[config.mk]
export PLATFORM = sky130hd
export DESIGN_NAME = mux_2to1_m
export DESIGN_NICKNAME = d
export VERILOG_FILES = /design/src/rtl/mux_2to1_m.sv
export SDC_FILE = /design/constraint.sdc
export NUM_CORES = 1
export LEC_CHECK = 0
export CAP_MARGIN = 0
export CORE_MARGIN = 5
export CORE_UTILIZATION = 35
export CTS_CLUSTER_SIZE = 28
export DETAILED_ROUTE_END_ITERATION = 8
export GPL_TIMING_DRIVEN = 0
export PLACE_DENSITY_LB_ADDON = 0.12
export SLEW_MARGIN = 40
export SYNTH_ARGS = -nofsm -noshare
export SYNTH_HDL_FRONTEND = slang
export SYNTH_SLANG_ARGS = --single-unit
[constraint.sdc]
create_clock -name clk -period 1 [get_ports clk]
set_clock_uncertainty 0.1 [all_clocks]
set_input_delay 0.1 -clock clk [delete_from_list [all_inputs] [get_ports clk]]
set_output_delay 0.1 -clock clk [all_outputs]
set_load 0.05 [all_outputs]
[src/rtl/mux_2to1_m.sv]
// mux_2to1_m
// Word-wide 2-to-1 multiplexer for the processor datapath. It has two outputs:
// a combinational select for same-cycle use, and a clocked, enable-gated copy
// with a sticky valid flag for use at pipeline-stage boundaries.
//
// Ports:
//   clk     in   1       rising-edge clock
//   rst_n   in   1       asynchronous active-low reset (clears Y_q / Y_valid only)
//   A       in   DWIDTH  word selected when sel = 0
//   B       in   DWIDTH  word selected when sel = 1
//   sel     in   1       select: 0 -> A, 1 -> B
//   en      in   1       capture enable for the registered path
//   Y       out  DWIDTH  combinational selected word
//   Y_q     out  DWIDTH  registered selected word
//   Y_valid out  1       set once Y_q holds a captured word since reset

module mux_2to1_m #(
    parameter int unsigned DWIDTH = 32
) (
    input  logic              clk,
    input  logic              rst_n,
    input  logic [DWIDTH-1:0] A,
    input  logic [DWIDTH-1:0] B,
    input  logic              sel,
    input  logic              en,
    output logic [DWIDTH-1:0] Y,
    output logic [DWIDTH-1:0] Y_q,
    output logic              Y_valid
);

    // The conditional operator is kept deliberately: with an unknown sel it
    // yields the common bits of A and B and X elsewhere, which an if/else or
    // case form would not reproduce.
    assign Y = sel ? B : A;

    always_ff @(posedge clk or negedge rst_n) begin
        if (!rst_n) begin
            Y_q     <= '0;
            Y_valid <= 1'b0;
        end else if (en) begin
            Y_q     <= Y;
            Y_valid <= 1'b1;   // sticky until the next reset
        end
    end

endmodule

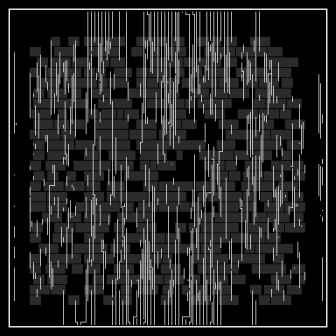
m2.png
Cells faint in the background.
wire length on this layer: 3090 um
share of all routed wire: 54%
nets with wire on the layer: 334
longest straight run: 37.7 um
grt met2 use: 30.7%
vias: 1572
DRT Wirelength: 5.73 mm

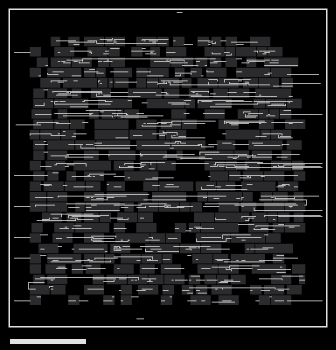
m1.png
The bar under the picture is 20 um long. Cells faint in the background.
longest straight run: 35.0 um
main direction: horizontal
share of all routed wire: 38%
wire length on this layer: 2150 um
nets with wire on the layer: 294

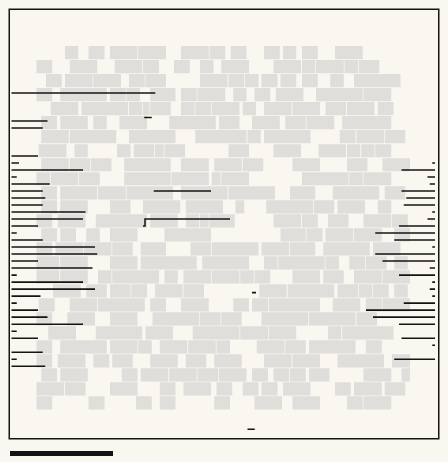
m3.png
The bar under the picture is 20 um long. Cells faint in the background.
nets with wire on the layer: 62
main direction: horizontal
share of all routed wire: 7.3%
wire length on this layer: 421 um
longest straight run: 27.6 um

==> flow_metrics.env <==
# flow metrics
export IMPL_outcome="finished, violations left"
export IMPL_violations="negative setup slack"
export IMPL_worst_slack_ns=-0.0547
export IMPL_comb_power_share_pct=48.9
export IMPL_wl_per_cell_um=16.1
export IMPL_fin_area_um2=3920
export IMPL_rsz0062_at_grt="yes"
export IMPL_max_stage_delay_ns=0.32
export IMPL_fillerInstances=355
export IMPL_port_buffers=130
export IMPL_syn2layout_area_growth_pct=110
export IMPL_path_clk_slew_ns=0.07
export IMPL_maxSlewHeadroom_pct=70.2
export IMPL_fa_ha_area_share_pct=0
export IMPL_cp_slowest_cell="mux2_4"
export IMPL_insertion_delay_ns=0.27
export IMPL_regToRegEndpoint="Y_q[23]"
export IMPL_core_area_um2=5140
export IMPL_whs_endpoint="Y_q[30]"
export IMPL_hp_start="en"
export IMPL_ys_cells=106
export IMPL_dp_slack_ns=-0.732
export IMPL_crit_arrival_ns=0.85
export IMPL_fin_util_pct=76.2
export IMPL_diodes=0
export IMPL_synth_compound_area_share_pct=0
export IMPL_p_total_uw=5640
export IMPL_root_buffer="clkbuf_8"
export IMPL_maxCapViolations=0
export IMPL_p_int_uw=3650
export IMPL_die_area_um2=6900
export IMPL_drtAntennaViolNets=0
export IMPL_row_count=26
export IMPL_clock_sinks=33
export IMPL_largest_area_cell="mux2_4"
export IMPL_first_iter_violations=15
export IMPL_cts_tree="yes"
export IMPL_power_frac_seq_pct=28.7
export IMPL_firstDrtPassIters=2
export IMPL_synthDistinctLibCells=7
export IMPL_fmax_mhz=948
export IMPL_multiInputGateArea_um2=962
export IMPL_hold_path_class="input port to flop"
export IMPL_seq_area_um2=827
export IMPL_setup_violations=79
export IMPL_final_nets=352
export IMPL_finalClockPeriodUsage_pct=105
export IMPL_period_needed_ns=1.05
export IMPL_syn_nets=174
export IMPL_yosysSeqAreaShare_pct=44.2
export IMPL_htreeDepth=2
export IMPL_hold_viol_final=0
export IMPL_ys_top_logic_family="multiplexers"
export IMPL_io_pins=133
[cell families (layout without fill, tap and decap cells)]
group | count (synthesis) | in the layout
buffers and inverters | 8 | 187
muxes | 64 | 64
and+or+nand+nor | 1 | 1
DFF | 33 | 33
[power by group through the flow]
| stage | Sequential (uW) | Combinational (uW) | Clock (uW) |
|---|---|---|---|
| global route | 1640 | 2870 | 1370 |
| CTS | 1610 | 2690 | 1310 |
| detailed placement | 1600 | 2400 | 0 |
| finish | 1620 | 2760 | 1270 |
| global placement | 1600 | 2370 | 0 |
| floorplan | 2180 | 922 | 0 |
[synthesized netlist by cell type]
master and count:
buf_12 3, buf_2 4, buf_6 1, dfrtp_1 33, mux2_2 4, mux2_4 60
or2_2 1
[final cells by class]
| type | count | share of cell area, % |
|---|---|---|
| timing repair buffer | 171 | 46.5 |
| multi-input combinational | 65 | 24.6 |
| sequential | 33 | 21.1 |
| buffer | 8 | 2.56 |
| tap | 70 | 2.24 |
| clock buffer | 7 | 2.20 |
| clock inverter | 1 | 0.767 |
[placed cells by master, fill, tap and decap left out, drive strengths merged]
cell,Yosys,layout
buf,8,114
mux2,64,64
dlygate4sd2,0,62
dfrtp,33,33
clkbuf,0,7
dlymetal6s2s,0,2
or2,1,1
bufinv,0,1
dlygate4sd3,0,1
[how the worst max path moves through the flow]
stage	to	cells after the start	startpoint	slack, ns
3_5_place_dp	Y[0]	3	B[0]	-0.73
5_1_grt	Y_q[13]	1	Y_q[13]	-0.08
6_report	Y[17]	4	sel	-0.05
4_1_cts	Y[0]	3	A[0]	-0.14
3_3_place_gp	Y_valid	1	rst_n	-1.14
2_1_floorplan	Y_q[0]	4	sel	-0.23
[sequential cells by signal (all words and copies together), names as in the netlist]
register,cells
Y_valid,1
Y_q,32
[through the flow]
step | setup TNS [ns] | std cells
finish | -2.41 | 355
global route | -4.25 | 355
CTS | -2.96 | 344
detailed placement | -42.01 | 307
global placement | -75.19 | 306
floorplan | -7.35 | 106
[routing by layer]
metal | global-route usage, % | vias up | wire length [um]
met3 | 5.54 | 6 | 420
li1 | - | 734 | -
met2 | 30.7 | 65 | 3090
met5 | 0 | - | 0
met1 | 18.5 | 767 | 2150
met4 | 4.16 | 0 | 65
[what timing repair did]
action	in CTS	in global routing
gates resized	553	5
hold buffers	1	0
gates cloned	3	0
hold endpoints to repair	27	0
setup endpoints to repair	65	81
buffers inserted	25	11
